`config.mk`:
```
export PLATFORM = sky130hd
export DESIGN_NAME = dmem_arbiter
export DESIGN_NICKNAME = d
export VERILOG_FILES = /design/src/rtl/dmem_arbiter.sv
export SDC_FILE = /design/constraint.sdc
export NUM_CORES = 1
export LEC_CHECK = 0
export CAP_MARGIN = 15
export CELL_PAD_IN_SITES_DETAIL_PLACEMENT = 1
export CELL_PAD_IN_SITES_GLOBAL_PLACEMENT = 2
export CORE_MARGIN = 2
export CORE_UTILIZATION = 10
export DETAILED_ROUTE_END_ITERATION = 12
export PLACE_DENSITY = 0.95
export SETUP_SLACK_MARGIN = 0.4
export SKIP_LAST_GASP = 1
export SYNTH_ARGS = -nofsm -noshare
export SYNTH_HDL_FRONTEND = slang
export SYNTH_SLANG_ARGS = --single-unit
```
`constraint.sdc`:
```
create_clock -name clk -period 4 [get_ports clk]
set_input_delay 0.6 -clock clk [delete_from_list [all_inputs] [get_ports clk]]
set_output_delay 0.6 -clock clk [all_outputs]
set_load 0.02 [all_outputs]
```
`src/rtl/dmem_arbiter.sv`:
```
// Arbitrates the single-port data RAM between the core (priority) and a host
// debug/DMA port, with a starvation counter that forces an occasional host slot.
module dmem_arbiter #(
    parameter int DATA_WIDTH = 32,
    parameter int ADDR_WIDTH = 5,
    parameter int STARVE_MAX = 8
) (
    input  logic                  clk,
    input  logic                  rst_n,
    // core side
    input  logic                  core_req,
    input  logic                  core_we,
    input  logic [31:0]           core_addr,
    input  logic [DATA_WIDTH-1:0] core_wdata,
    output logic [DATA_WIDTH-1:0] core_rdata,
    output logic                  core_stall,
    // host side
    input  logic                  host_vld,
    output logic                  host_rdy,
    input  logic                  host_we,
    input  logic [31:0]           host_addr,
    input  logic [DATA_WIDTH-1:0] host_wdata,
    output logic                  host_rsp_vld,
    output logic [DATA_WIDTH-1:0] host_rdata,
    output logic                  host_err,
    // RAM side
    output logic                  ram_wr_en,
    output logic [ADDR_WIDTH-1:0] ram_addr,
    output logic [DATA_WIDTH-1:0] ram_din,
    input  logic [DATA_WIDTH-1:0] ram_dout
);

    localparam int CNT_W = $clog2(STARVE_MAX + 1);

    logic [CNT_W-1:0] starve_cnt;
    logic             force_host;
    logic             grant_host;
    logic             grant_core;
    logic             misaligned;
    logic             wr_en_raw;
    logic             rsp_pend;
    logic             rsp_err;
    logic             rsp_rd;

    // Word addressing drops the byte offset and anything above the RAM depth.
    logic unused_addr_bits;
    assign unused_addr_bits = ^{core_addr[31:ADDR_WIDTH+2], core_addr[1:0],
                                host_addr[31:ADDR_WIDTH+2]};

    assign misaligned = (host_addr[1:0] != 2'b00);

    always_comb begin
        force_host = host_vld && (starve_cnt == CNT_W'(STARVE_MAX));
        grant_host = force_host || (host_vld && !core_req);
        grant_core = core_req && !force_host;
    end

    assign core_stall = force_host & core_req;
    assign host_rdy   = grant_host;

    // NOTE: every output of a combinational block gets a default first, so no
    // path leaves a value held and no latch is inferred.
    always_comb begin
        ram_addr  = core_addr[ADDR_WIDTH+1:2];
        ram_din   = core_wdata;
        wr_en_raw = 1'b0;
        if (grant_host) begin
            ram_addr  = host_addr[ADDR_WIDTH+1:2];
            ram_din   = host_wdata;
            wr_en_raw = host_we & ~misaligned;
        end else if (grant_core) begin
            wr_en_raw = core_we;
        end
    end

    // Keeps the RAM from being written while reset is held, whatever the inputs do.
    assign ram_wr_en = wr_en_raw & rst_n;

    // NOTE: sequential state uses non-blocking assignments so every register
    // samples the pre-edge values regardless of statement order.
    always_ff @(posedge clk or negedge rst_n) begin
        if (!rst_n) begin
            starve_cnt <= '0;
            rsp_pend   <= 1'b0;
            rsp_err    <= 1'b0;
            rsp_rd     <= 1'b0;
        end else begin
            rsp_pend <= grant_host;
            rsp_err  <= grant_host & misaligned;
            rsp_rd   <= grant_host & ~misaligned & ~host_we;
            if (!host_vld || grant_host) begin
                starve_cnt <= '0;
            end else if (starve_cnt != CNT_W'(STARVE_MAX)) begin
                starve_cnt <= starve_cnt + 1'b1;
            end
        end
    end

    assign host_rsp_vld = rsp_pend;
    assign host_err     = rsp_pend & rsp_err;
    assign host_rdata   = (rsp_pend && rsp_rd) ? ram_dout : '0;
    assign core_rdata   = ram_dout;

endmodule

```
==> reports/summary.log, run 1 <==
qor: run_status.outcome completed
qor: worst_hold_path.worst_hold_path_type reg -> reg
qor: pwr.total_power 0.000593 W
qor: sta.worst_pin_slew 0.883 ns
qor: layout.filler_cell_count 1478
qor: floorplanning.fp.dieW 118 um
qor: layout.largest_register_ffs 4
qor: logic_synthesis.synth_cell_types 20
qor: layout.inverters 5
qor: place.gp_congestion 0.731
qor: routing.detail-route-antenna-nets 0
qor: clocking.root_buffer clkbuf_16
qor: place.dp_cells 492
qor: layout.area_delta_synth_final 169%
qor: clocking.cts-htree-levels 1
qor: layout.stdcell_area 3510 sq um
qor: logic_synthesis.yosys_area 1300 sq um
qor: worst_setup_path.worst_ep_arrival_time 2.77 ns
qor: layout.regArea 175 sq um
qor: worst_setup_path.startpoint_type input port
qor: layout.layout.clock.cell_area_share 0.0225
-- run 1: metal layers --
layer | share of wire | vias up | GRT usage
met5 | 0 | - | 0
met3 | 0.14 | 6 | 0.0420
li1 | - | 833 | -
met2 | 0.52 | 153 | 0.181
met1 | 0.34 | 798 | 0.0923
met4 | 0.0096 | 0 | 0.0248
-- run 1: cell families (layout without fill, tap and decap cells) --
| group | Yosys count | in the layout | synth area share |
|---|---|---|---|
| buffers and inverters | 47 | 229 | 0.250 |
| AOI/OAI and AO/OA | 2 | 3 | 0.0202 |
| adders and majority gates | 2 | 2 | 0.0192 |
| muxes | 37 | 37 | 0.348 |
| DFF | 7 | 7 | 0.134 |
| and+or+nand+nor | 45 | 45 | 0.214 |
| xor gates and xnor gates | 2 | 2 | 0.0134 |
-- run 1: worst max-delay path: stages --
cell	delay (ns)
clkdlybuf4s50_1	0.52
inv_1	0.11
o21ai_4	0.37
buf_12	0.24
mux2_2	0.37
clkdlybuf4s50_1	0.56
-- run 1: final timing paths --
check | to | start | slack (ns) | depth (start not counted)
worst max-delay path | ram_din[8] | host_vld | 0.63 | 6
worst min-delay path | starve_cnt[0] | starve_cnt[0] | 0.50 | 1
worst max register to register | rsp_rd | starve_cnt[0] | 2.60 | 5
worst min register to register | starve_cnt[0] | starve_cnt[0] | 0.50 | 1
max in group asynchronous | rsp_err | rst_n | 3.06 | 1
min in group asynchronous | starve_cnt[3] | rst_n | 0.66 | 1
-- run 1: power by group --
part / switching, W / leakage, nW / total [W] / internal (W)
Combinational: 0.000130 / 1.30 / 0.000343 / 0.000213
Clock: 0.0000377 / 0.0382 / 0.000170 / 0.000133
Sequential: 0.00000643 / 0.0947 / 0.0000797 / 0.0000733
Fig. 1: run 1, routed metal, one color a layer
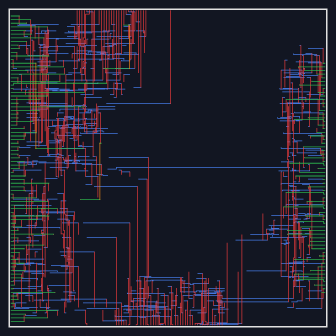
- orange: metal 4 (wire length 69.4 um)
- red: metal 2 (wire length 3710 um)
- green: metal 3 (wire length 975 um)
- blue: metal 1 (wire length 2430 um)
DR vias: 1790
average wire per standard cell: 14.5 um
Detailed Route WL: 7180 um
global-route total usage across every layer: 0.0949

Fig. 2: run 1, I/O nets highlighted
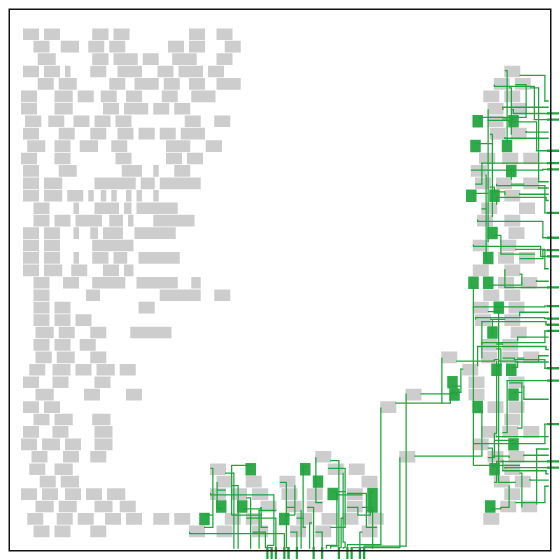
- green: `ram_dout` (direction input; edge 19 right, 13 bottom; end cells 32; buffers 64; wire 1460 um)
I/O Pins: 272
number of buffer cells added on primary ports: 219

Fig. 3: run 1, clock routing
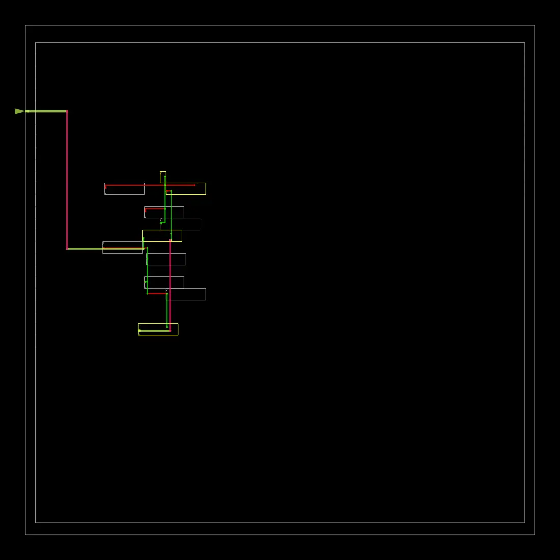
cts bufs inserted: 3
insertion delay at the late pin of the worst-skew pair: 0.23 ns
Power Clock: 0.000170 W
number of clock buffers in the layout: 4
number of sequential cells: 7

Fig. 4: run 1, clock distribution
Bar = 20 um.
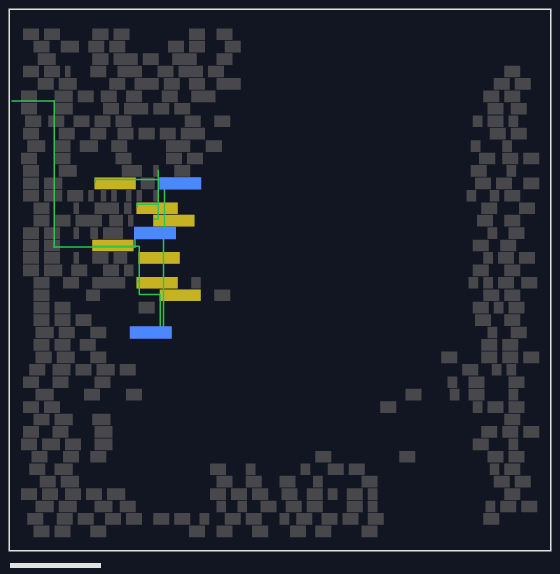
- green: clock wires (length 175 um)
- yellow: flip-flops (count 7)
- blue: clock drivers (count 3)
- flops lie: left middle
- routed clock nets: 4
clock network fraction of total power: 0.287
worst clock skew on the final layout: 0.00309 ns

Fig. 5: run 1, selected gate families
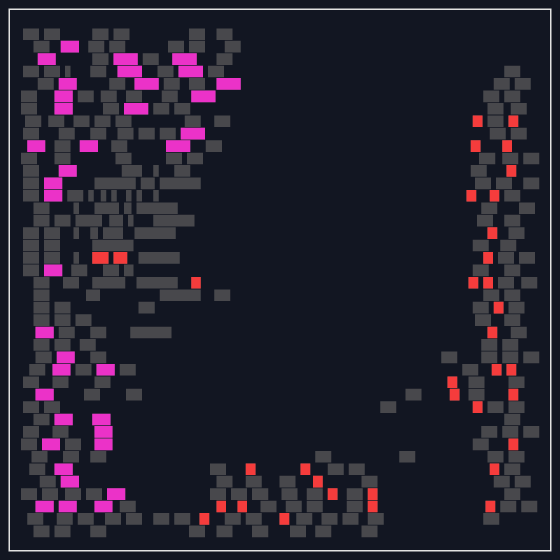

==> inputs of run 2 (changes only) <==
Clock period 4 ns to 3.38 ns, I/O delays scaled along.
Fig. 6: run 2, selected gate families
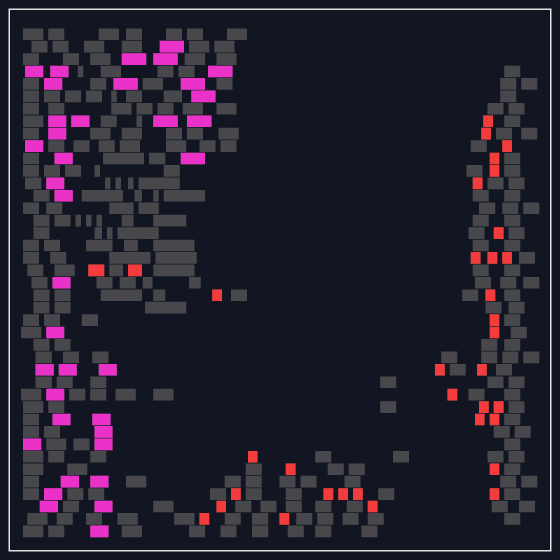
- red: AND and OR gates (cells 35; most used and3_1)
- magenta: multiplexers (cells 37; most used mux2_2)
most common cell after layout, fill and taps aside: clkdlybuf4s50_1
combinational fraction of the cell area: 0.220
final cell count without fillers: 500

Fig. 7: run 2, I/O nets highlighted
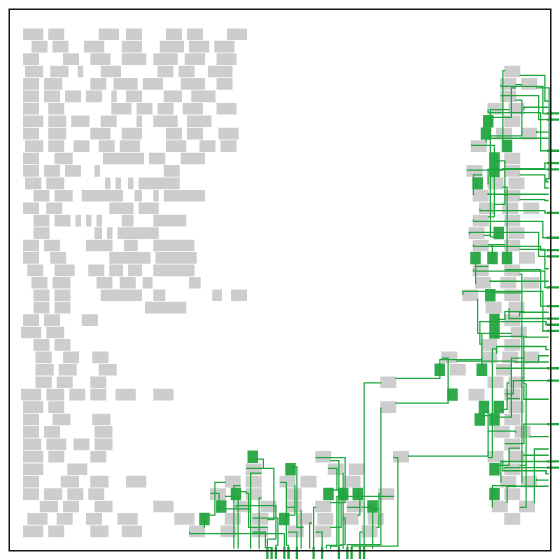
- green: `ram_dout` (direction input; edge 19 right, 13 bottom; end cells 32; buffers 64; wire 1520 um)

==> reports/summary.log, run 2 <==
qor: pwr.p_sw 0.000206 W
qor: floorplanning.fp.dieW 118 um
qor: pwr.switching_share 0.294
qor: pwr.sequentialPower 0.0000943 W
qor: sta.worst_pin_slew 0.857 ns
qor: pwr.power_top_consumer combinational logic
qor: run_status.outcome completed
qor: worst_hold_path.worst_hold_path_type reg -> reg
qor: worst_hold_path.worstHoldPathCells 1
qor: pwr.share_comb_of_total_power 0.579
qor: pwr.comb_power 0.000405 W
qor: routing.postRouteWirelength 7490 um
qor: clocking.numCtsBuffers 3
qor: layout.area_delta_synth_final 179%
qor: pwr.p_int 0.000493 W
qor: sta.final.setup_skew 0.00292 ns
qor: logic_synthesis.yosys_area 1300 sq um
qor: logic_synthesis.synth_cell_types 20
qor: pwr.p_clk 0.000200 W
qor: pwr.pwr-share-clk 0.286
qor: worst_setup_path.critical_path.max_stage_delay 0.52 ns
qor: pwr.p_seq_frac 0.135
qor: worst_setup_path.cpMaxStageDelayCell clkdlybuf4s50_1
qor: place.io_buffers 219
qor: worst_setup_path.worstPathBufferInverterCount 4
qor: worst_setup_path.critical_path_cell_count 7
qor: worst_setup_path.startpoint_type input port
qor: worst_setup_path.path_cells clkdlybuf4s50_1 > nand4b_2 > o21ai_4 > buf_4 > buf_12 > mux2_2 > dlymetal6s2s_1
[run 2: cell counts after synthesis]
No cell type changed its count.
[run 2: cell type report]
cell class / instances / area (sq um)
Fill cell: 1471 / 9030
Timing Repair Buffer: 224 / 2350
Multi-Input combinational cell: 88 / 802
Tap cell: 172 / 215
Sequential cell: 7 / 175
Clock buffer: 4 / 78.8
Inverter: 5 / 18.8
[run 2: cell families (layout without fill, tap and decap cells)]
kind of cell,count (synthesis),count (layout)
buffers and inverters,47,233
muxes,37,37
and+or+nand+nor,45,45
DFF,7,7
AOI/OAI and AO/OA,2,2
xor gates and xnor gates,2,2
adders and majority gates,2,2
[run 2: through the flow]
step	setup WS [ns]	cell area [sq um]	power, W	hold slack [ns]	util
finish	0.580	3640	0.000699	0.501	0.288
global route	0.503	3640	0.000728	0.521	0.288
global placement	0.275	3420	0.000498	0.471	0.270
floorplan	1.40	1300	0.000267	0.211	-
CTS	0.250	3500	0.000707	0.495	0.276
detailed placement	0.262	3420	0.000504	0.492	0.270
[run 2: timing repair]
action / 4_1_cts / 5_1_grt
gates resized: 0 / 37
setup endpoints to repair: 37 / 37
pin swaps: 0 / 1
gates cloned: 0 / 2
buffers inserted: 0 / 2
hold buffers: 0 / 0
[run 2: final timing paths]
path,startpoint,endpoint
min in group asynchronous,rst_n,starve_cnt[2]
max,host_vld,ram_din[6]
max in group asynchronous,rst_n,starve_cnt[3]
max reg2reg,starve_cnt[0],rsp_rd
min,starve_cnt[0],starve_cnt[0]
min reg2reg,starve_cnt[0],starve_cnt[0]
[run 2: per-layer routing]
metal	routed length, um	up-vias
li1	-	832
met1	2520	803
met2	3980	153
met3	911	6
met4	70	0
met5	0	-
No activity file was given, so power comes from the tool's default toggle rates.
